`src/rtl/dp_operand_loader_if.sv`:
```
// rtl/dp_operand_loader_if.sv - operand, engine and result signals of the dot-product operand loader
//
// Groups every non-clock/reset signal of dp_operand_loader.
//   in_valid/in_ready/in_pixel/in_weight/in_last : serial operand pair stream
//   dp_pixels/dp_weights/dp_rst/dp_value          : dot-product engine connection
//   res_valid/res_ready/res_data                  : single-beat result stream
// Modports:
//   slave  : the loader itself
//   master : the environment around it (operand source, engine, result consumer)
interface dp_operand_loader_if #(
    parameter int PIXEL_N     = 10,
    parameter int PIXEL_SIZE  = 10,
    parameter int WEIGHT_SIZE = 19,
    parameter int VAL_SIZE    = 26
);
    logic                            in_valid;
    logic                            in_ready;
    logic [PIXEL_SIZE-1:0]           in_pixel;
    logic [WEIGHT_SIZE-1:0]          in_weight;
    logic                            in_last;
    logic [PIXEL_N*PIXEL_SIZE-1:0]   dp_pixels;
    logic [PIXEL_N*WEIGHT_SIZE-1:0]  dp_weights;
    logic                            dp_rst;
    logic [VAL_SIZE-1:0]             dp_value;
    logic                            res_valid;
    logic                            res_ready;
    logic [VAL_SIZE-1:0]             res_data;

    modport slave (
        input  in_valid, in_pixel, in_weight, in_last, dp_value, res_ready,
        output in_ready, dp_pixels, dp_weights, dp_rst, res_valid, res_data
    );

    modport master (
        output in_valid, in_pixel, in_weight, in_last, dp_value, res_ready,
        input  in_ready, dp_pixels, dp_weights, dp_rst, res_valid, res_data
    );
endinterface

```
`src/rtl/dp_operand_loader.sv`:
```
// rtl/dp_operand_loader.sv - packs operand pairs for the dot-product engine and captures its result
//
// Ports:
//   clk         : single clock, rising edge
//   GlobalReset : synchronous active-low reset
//   bus         : dp_operand_loader_if.slave (operand stream, engine buses, result stream)
// Flow: LOAD collects pairs into slots (engine held in reset), RUN releases the
// engine for DP_LATENCY cycles, OUT presents the captured value until taken.
module dp_operand_loader #(
    parameter int PIXEL_N     = 10,
    parameter int PIXEL_SIZE  = 10,
    parameter int WEIGHT_SIZE = 19,
    parameter int VAL_SIZE    = 26,
    parameter int DP_LATENCY  = 128
) (
    input  logic                   clk,
    input  logic                   GlobalReset,
    dp_operand_loader_if.slave     bus
);
    localparam int IDX_W = (PIXEL_N > 1) ? $clog2(PIXEL_N) : 1;
    localparam int CNT_W = $clog2(DP_LATENCY + 1);

    typedef enum logic [1:0] {
        S_LOAD = 2'd0,
        S_RUN  = 2'd1,
        S_OUT  = 2'd2
    } state_t;

    state_t                          state_q;
    logic [IDX_W-1:0]                idx_q;
    logic [CNT_W-1:0]                cnt_q;
    logic [PIXEL_N*PIXEL_SIZE-1:0]   pix_q;
    logic [PIXEL_N*WEIGHT_SIZE-1:0]  wgt_q;
    logic                            dp_rst_q;
    logic                            res_valid_q;
    logic [VAL_SIZE-1:0]             res_data_q;

    // Ready is a pure state decode so the source never sees a combinational
    // path from its own valid back to ready.
    assign bus.in_ready   = (state_q == S_LOAD);
    assign bus.dp_pixels  = pix_q;
    assign bus.dp_weights = wgt_q;
    assign bus.dp_rst     = dp_rst_q;
    assign bus.res_valid  = res_valid_q;
    assign bus.res_data   = res_data_q;

    always_ff @(posedge clk) begin
        if (!GlobalReset) begin
            state_q     <= S_LOAD;
            idx_q       <= '0;
            cnt_q       <= '0;
            pix_q       <= '0;
            wgt_q       <= '0;
            dp_rst_q    <= 1'b1;
            res_valid_q <= 1'b0;
            res_data_q  <= '0;
        end else begin
            case (state_q)
                S_LOAD: begin
                    if (bus.in_valid) begin
                        for (int k = 0; k < PIXEL_N; k++) begin
                            if (idx_q == IDX_W'(k)) begin
                                pix_q[k*PIXEL_SIZE +: PIXEL_SIZE]   <= bus.in_pixel;
                                wgt_q[k*WEIGHT_SIZE +: WEIGHT_SIZE] <= bus.in_weight;
                            end
                        end
                        idx_q <= idx_q + 1'b1;
                        // Untouched slots keep the zeros left by reset or the
                        // previous result handshake, so short vectors are zero-filled.
                        if (bus.in_last || (idx_q == IDX_W'(PIXEL_N - 1))) begin
                            state_q  <= S_RUN;
                            dp_rst_q <= 1'b0;
                            cnt_q    <= '0;
                        end
                    end
                end
                S_RUN: begin
                    cnt_q <= cnt_q + 1'b1;
                    // Edge E0+DP_LATENCY, counting E0 as the final accept.
                    if (cnt_q == CNT_W'(DP_LATENCY - 1)) begin
                        res_data_q  <= bus.dp_value;
                        res_valid_q <= 1'b1;
                        state_q     <= S_OUT;
                    end
                end
                S_OUT: begin
                    if (bus.res_ready) begin
                        state_q     <= S_LOAD;
                        idx_q       <= '0;
                        pix_q       <= '0;
                        wgt_q       <= '0;
                        dp_rst_q    <= 1'b1;
                        res_valid_q <= 1'b0;
                    end
                end
                default: begin
                    state_q <= S_LOAD;
                end
            endcase
        end
    end
endmodule

```
`src/flat_wrapper.sv`:
```
// flat-port wrapper written by rule: the top's interface ports become plain ports
module dp_operand_loader_flat 
#(
    parameter int PIXEL_N     = 10,
    parameter int PIXEL_SIZE  = 10,
    parameter int WEIGHT_SIZE = 19,
    parameter int VAL_SIZE    = 26,
    parameter int DP_LATENCY  = 128
)
  (clk, GlobalReset, bus_in_valid, bus_in_pixel, bus_in_weight, bus_in_last, bus_dp_value, bus_res_ready, bus_in_ready, bus_dp_pixels, bus_dp_weights, bus_dp_rst, bus_res_valid, bus_res_data);
  dp_operand_loader_if #(.PIXEL_N(PIXEL_N), .PIXEL_SIZE(PIXEL_SIZE), .WEIGHT_SIZE(WEIGHT_SIZE), .VAL_SIZE(VAL_SIZE)) bus_i ();
  input  logic clk;
  input  logic GlobalReset;
  input wire logic [$bits(bus_i.in_valid)-1:0] bus_in_valid;
  input wire logic [$bits(bus_i.in_pixel)-1:0] bus_in_pixel;
  input wire logic [$bits(bus_i.in_weight)-1:0] bus_in_weight;
  input wire logic [$bits(bus_i.in_last)-1:0] bus_in_last;
  input wire logic [$bits(bus_i.dp_value)-1:0] bus_dp_value;
  input wire logic [$bits(bus_i.res_ready)-1:0] bus_res_ready;
  output wire logic [$bits(bus_i.in_ready)-1:0] bus_in_ready;
  output wire logic [$bits(bus_i.dp_pixels)-1:0] bus_dp_pixels;
  output wire logic [$bits(bus_i.dp_weights)-1:0] bus_dp_weights;
  output wire logic [$bits(bus_i.dp_rst)-1:0] bus_dp_rst;
  output wire logic [$bits(bus_i.res_valid)-1:0] bus_res_valid;
  output wire logic [$bits(bus_i.res_data)-1:0] bus_res_data;
  assign bus_i.in_valid = bus_in_valid;
  assign bus_i.in_pixel = bus_in_pixel;
  assign bus_i.in_weight = bus_in_weight;
  assign bus_i.in_last = bus_in_last;
  assign bus_i.dp_value = bus_dp_value;
  assign bus_i.res_ready = bus_res_ready;
  assign bus_in_ready = bus_i.in_ready;
  assign bus_dp_pixels = bus_i.dp_pixels;
  assign bus_dp_weights = bus_i.dp_weights;
  assign bus_dp_rst = bus_i.dp_rst;
  assign bus_res_valid = bus_i.res_valid;
  assign bus_res_data = bus_i.res_data;
  dp_operand_loader #(.PIXEL_N(PIXEL_N), .PIXEL_SIZE(PIXEL_SIZE), .WEIGHT_SIZE(WEIGHT_SIZE), .VAL_SIZE(VAL_SIZE), .DP_LATENCY(DP_LATENCY)) u_core (.clk(clk), .GlobalReset(GlobalReset), .bus(bus_i));
endmodule
```
`config.mk`:
```
export PLATFORM = sky130hd
export DESIGN_NAME = dp_operand_loader_flat
export DESIGN_NICKNAME = d
export VERILOG_FILES = /design/src/rtl/dp_operand_loader_if.sv /design/src/rtl/dp_operand_loader.sv /design/src/flat_wrapper.sv
export SDC_FILE = /design/constraint.sdc
export NUM_CORES = 1
export LEC_CHECK = 0
export CORE_MARGIN = 2
export CORE_UTILIZATION = 51
export CTS_CLUSTER_DIAMETER = 30
export DETAILED_ROUTE_END_ITERATION = 10
export PLACE_DENSITY_LB_ADDON = 0.05
export SETUP_SLACK_MARGIN = 0.15
export SLEW_MARGIN = 20
export SYNTH_ARGS = -nofsm -noshare
export SYNTH_HDL_FRONTEND = slang
export SYNTH_SLANG_ARGS = --single-unit
```
`constraint.sdc`:
```
create_clock -name clk -period 4.1 [get_ports clk]
set_input_delay 0.41 -clock clk [delete_from_list [all_inputs] [get_ports clk]]
set_output_delay 0.41 -clock clk [all_outputs]
set_load 0.05 [all_outputs]
```
run_1/floorplan.png
Scale: 3 px per um. Pins as bars on the die edge. Tap cells in gray.
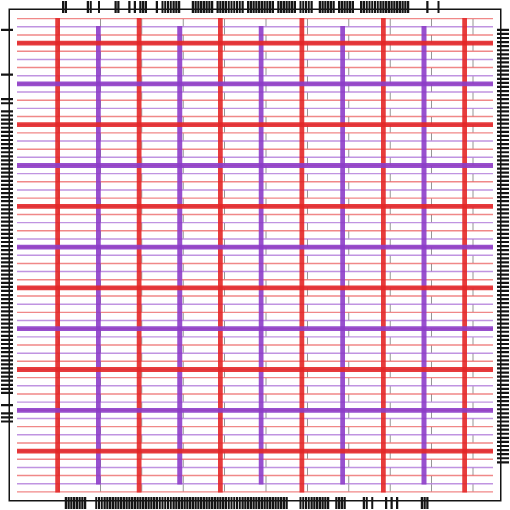
legend:
  red:
    net: VSS
  purple:
    net: VDD
met5 straps: 11
rows: 58
tap cells: 330
met4 straps: 11
signal pins: 379

run_1/class_map.png
Scale: 3 px per um. Fill, decap, tap and diode cells in gray.
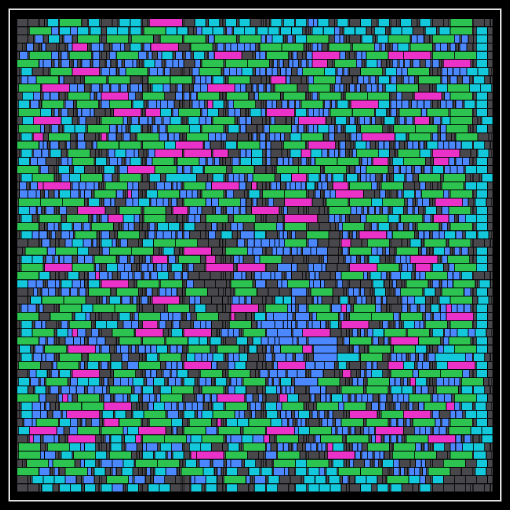
legend:
  blue:
    class: remaining logic cells
    cells: 1024
    share_of_their_area: 31%
  cyan:
    class: remaining buffers and delay cells
    cells: 395
    share_of_their_area: 22%
  green:
    class: registers
    cells: 332
    share_of_their_area: 36%
  magenta:
    class: clock drivers and dummy loads
    cells: 111
    share_of_their_area: 11%
flip-flop and latch share of the layout cell area: 35.5%
core area: 25000 um2
post-route cell area: 18700 um2
final core utilization: 74.9%

run_1/clock_wires.png
Scale: 2 px per um.
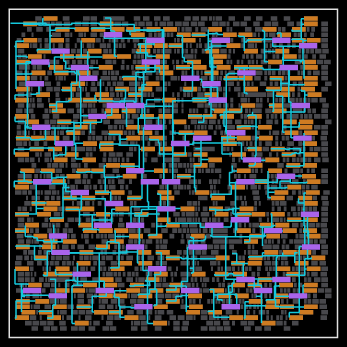
legend:
  orange:
    item: flip-flops
    count: 332
  purple:
    item: clock-net drivers
    count: 60
  cyan:
    item: clock wires
    length: 4320 um
flops lie: spread over the die
routed clock nets: 61

[run 1: cell usage in the layout (no fill, tap or decap), drive strengths merged, types with 2 or more instances in the layout]
master / synthesis / routed
a21oi: 151 / 151
nor2b: 3 / 3
and3: 87 / 87
o21ai: 62 / 62
a31oi: 4 / 4
o2111ai: 2 / 2
nor2: 129 / 129
a22oi: 4 / 4
nand3: 179 / 179
o21a: 87 / 87
bufinv: 0 / 4
dfxtp: 332 / 332
buf: 58 / 18
nand3b: 5 / 5
nand4b: 2 / 2
inv: 5 / 7
a22o: 3 / 3
nand4: 62 / 62
nand2: 126 / 126
a21o: 2 / 2
o211ai: 2 / 2
mux2i: 27 / 27
ha: 5 / 5
or2: 58 / 58
clkdlybuf4s50: 0 / 377
nor3: 3 / 3
clkinvlp: 0 / 3
clkbuf: 89 / 85
a211oi: 3 / 3
nand2b: 4 / 4
nor4: 2 / 2
clkinv: 0 / 17
[run 1: per-layer routing]
metal	track usage [%]	up-vias
li1	-	5858
met2	45.7	474
met4	9.73	0
met5	0	-
met3	8.89	76
met1	37.7	5754
[run 1: sequential cells by signal (all words and copies together), names as in the netlist]
name	flops
u_core.cnt_q	8
u_core.bus.dp_weights	190
u_core.bus.res_data	26
u_core.state_q	2
u_core.bus.res_valid	1
u_core.bus.dp_rst	1
u_core.idx_q	4
u_core.bus.dp_pixels	100
[run 1: cells by family (layout without fill, tap and decap cells)]
| family | after synthesis | count (layout) | synth area share, % |
|---|---|---|---|
| buffers and inverters | 152 | 511 | 5.50 |
| muxes | 27 | 27 | 2.09 |
| DFF | 332 | 332 | 51.3 |
| adders and majority gates | 5 | 5 | 0.483 |
| and+or+nand+nor | 664 | 664 | 25.6 |
| AOI/OAI and AO/OA | 321 | 321 | 14.8 |
| xor gates and xnor gates | 2 | 2 | 0.135 |
[run 1: worst paths after layout]
kind / startpoint / to / slack (ns)
min: GlobalReset / u_core.bus.dp_pixels[73] / 0.36
max: u_core.state_q[0] / bus_in_ready / 1.33
min reg2reg: u_core.bus.dp_pixels[97] / u_core.bus.dp_pixels[97] / 0.45
max reg2reg: u_core.state_q[0] / u_core.bus.dp_pixels[70] / 1.35
[run 1: worst max-delay path, cell delays in order, from the launching register on]
cell and delay [ns]:
dfxtp_1 0.54, nor2_4 0.36, clkdlybuf4s50_1 0.91
[run 1: layout make-up]
type	count	share of cell area, %
inverter	5	0.127
tap	330	2.20
clock buffer	85	9.64
multi-input combinational	1019	30.1
timing repair buffer	395	21.2
sequential	332	35.5
clock inverter	26	1.37
[run 1: power breakdown]
part / internal (mW) / switching, mW / leakage (nW)
clock network: 3.29 / 1.62 / 1.03
logic: 0.242 / 0.499 / 3.30
registers: 3.30 / 0.0391 / 2.68
==> flow_summary.json, run 1 <==
{
  "status": "complete, no violations",
  "final_cell_count_no_fill": 2192,
  "skew_ns": 0.0134,
  "mi_logic_area_um2": 5630,
  "synth.area.top_cells": "dfxtp_1, nand3_1, a21oi_1",
  "detailedPlace.worstSlack_ns": 1.24,
  "via_count_of_the_first_global_routing_pass": 11500,
  "dpl.cell_count": 2079,
  "gpl.final_weighted_congestion": 0.842,
  "synth-async-reset-ratio_pct": 0,
  "worstPathMaxFanout": 21,
  "clock_sink_count": 332,
  "cts_made_buffers": 60,
  "synth.yosys.warnings": 0,
  "drtIter0Drc": 1329,
  "tool_warnings": 34,
  "placement_rows": 58,
  "cts_tree": "done",
  "flip_flops_with_a_built_in_enable": 0,
  "unique_cell_types": 43,
  "min_path_type": "in2reg",
  "synth.most_common_cell": "dfxtp_1",
  "timing.final.max_slew_violations": 0,
  "peakVddDrop_uv": 401,
  "final_worst_setup_slack_ns": 1.33,
  "grt_antenna_before_repair": 0,
  "post-dp-hpwl_mm": 25.8,
  "drtPass1Iterations": 7,
  "power.leakage_nw": 7.02
}
## Run 2: what changed since run 1
--- a/config.mk
+++ b/config.mk
@@ -6,7 +6,7 @@
 export NUM_CORES = 1
 export LEC_CHECK = 0
 export CORE_MARGIN = 2
-export CORE_UTILIZATION = 51
+export CORE_UTILIZATION = 47
 export CTS_CLUSTER_DIAMETER = 30
 export DETAILED_ROUTE_END_ITERATION = 10
 export PLACE_DENSITY_LB_ADDON = 0.05
==> constraint.sdc (replaced) <==
create_clock -name clk -period 2.7 [get_ports clk]
set_input_delay 0.27 -clock clk [delete_from_list [all_inputs] [get_ports clk]]
set_output_delay 0.27 -clock clk [all_outputs]
set_load 0.05 [all_outputs]
==> run 2 against run 1 <==
Net effect: critical path type unchanged; largest cell class unchanged; combinational power is 54% higher; largest power group unchanged; via count is 0.53% lower; area after synthesis stayed put.
==> flow_summary.json, run 2 <==
{
  "seq_power_share_pct": 35.1,
  "drtPass1Iterations": 7,
  "worstPathMaxFanout": 13,
  "clock_sink_count": 332,
  "hold-path-endpoint": "u_core.cnt_q[3]",
  "rr_startpoint": "u_core.state_q[1]",
  "status": "complete, no violations",
  "gpl.final_weighted_congestion": 0.814,
  "flip_flops_with_a_built_in_enable": 0,
  "tool_warnings": 31,
  "power.leakage_nw": 7.19,
  "mi_logic_area_um2": 5630,
  "power.combinational.fraction_pct": 7.9,
  "cts_made_buffers": 69,
  "synth.area.top_cells": "dfxtp_1, nand3_1, a21oi_1",
  "min_path_type": "in2reg",
  "power_switching_mw": 3.53,
  "mostFrequentLayoutCell": "clkdlybuf4s50_1",
  "timing.final.max_slew_violations": 0,
  "via_count_of_the_first_global_routing_pass": 11400,
  "timing.reg2reg.setup_slack_ns": 0.68,
  "cts_tree": "done",
  "drtIter0Drc": 950,
  "placement_rows": 60,
  "grt_antenna_before_repair": 0,
  "skew_ns": 0.0150,
  "worstHoldStart": "GlobalReset",
  "synth.yosys.warnings": 0
}
## run 2: cell counts after synthesis
Identical to the previous run, type by type.
## run 2: layout make-up
type                       count  share of cell area, %
sequential                   332                   34.7
multi-input combinational   1019                   29.4
timing repair buffer         409                   21.6
clock buffer                  92                   10.0
tap                          341                   2.23
clock inverter                30                   2.00
inverter                       5                  0.124
## run 2: power groups by stage
stage,logic (mW),registers [mW],clock network (mW)
4_1_cts,1.14,5.07,8.33
2_1_floorplan,0.374,5.48,0
3_3_place_gp,1.13,5.16,0
6_report,1.14,5.07,8.22
3_5_place_dp,1.14,5.16,0
5_1_grt,1.21,5.08,8.57
## run 2: how the worst max path moves through the flow
stage                            startpoint  slack [ns]                    endpoint
final                     u_core.state_q[1]        0.58                bus_in_ready
after global routing      u_core.state_q[1]        0.53                bus_in_ready
after CTS                 u_core.state_q[1]        0.17                bus_in_ready
after detailed placement      bus_res_ready        0.48  u_core.bus.dp_weights[178]
after global placement        bus_res_ready        0.52  u_core.bus.dp_weights[182]
after floorplan           u_core.state_q[0]        0.97  u_core.bus.dp_weights[188]
## run 2: metrics by stage
| step | setup WS, ns | instances | cell area (um2) | util, % | power, mW |
|---|---|---|---|---|---|
| after floorplan | 0.971 | 1503 | 12900 | - | 5.86 |
| after global placement | 0.516 | 2106 | 16900 | 62.4 | 6.29 |
| after detailed placement | 0.480 | 2106 | 16900 | 62.4 | 6.30 |
| after CTS | 0.174 | 2228 | 19200 | 70.9 | 14.5 |
| after global routing | 0.531 | 2228 | 19200 | 70.9 | 14.9 |
| final | 0.582 | 2228 | 19200 | 70.9 | 14.4 |
## run 2: critical path: stages (launching register included)
cell and delay [ns]:
dfxtp_1 0.31, buf_4 0.19, nor2_4 0.28, dlymetal6s2s_1 0.51
## run 2: logic make-up (layout without fill, tap and decap cells)
logic type	Yosys count	in the layout	synth area share (%)
XOR/XNOR	2	2	0.135
multiplexers	27	27	2.09
AND-OR/OR-AND	321	321	14.8
flip-flops	332	332	51.3
AND/OR/NAND/NOR	664	664	25.6
buffers and inverters	152	536	5.50
adder cells (fa/ha/maj)	5	5	0.483
## run 2: per-layer routing
layer,up-vias,global-route usage [%],wire length (um),share of wire [%]
li1,5909,-,-,-
met1,5691,35.0,17600,44
met2,424,41.5,17900,44
met3,74,9.07,3570,8.9
met4,0,9.88,1170,2.9
met5,-,0,0,0
run_2/clock_wires.png
Scale: 2 px per um.
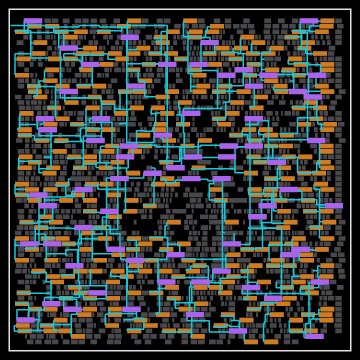
legend:
  purple:
    item: clock-net drivers
    count: 69
  cyan:
    item: clock wires
    length: 4510 um
  orange:
    item: flip-flops
    count: 332
flops lie: spread over the die
reported clock group power: 8.22 mW
power share of the clock group: 57.0%
Worst-Skew Late Latency: 0.55 ns

run_2/floorplan.png
Scale: 3 px per um. Pins as bars on the die edge. Tap cells in gray.
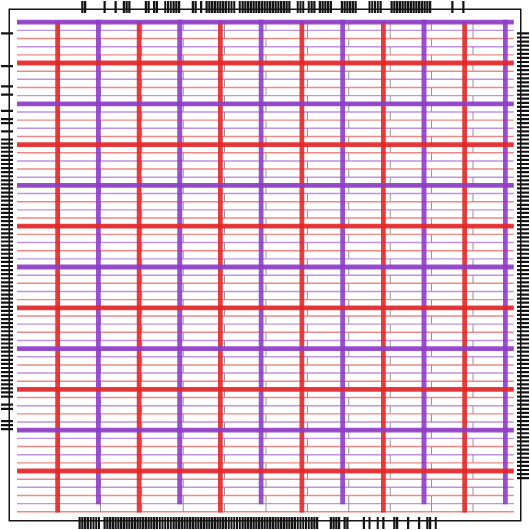
legend:
  red:
    net: VSS
  purple:
    net: VDD
met4 straps: 12
met5 straps: 12
Horiz. Die Dim: 170 um
core area: 27000 um2

No activity file was given, so power comes from the tool's default toggle rates.
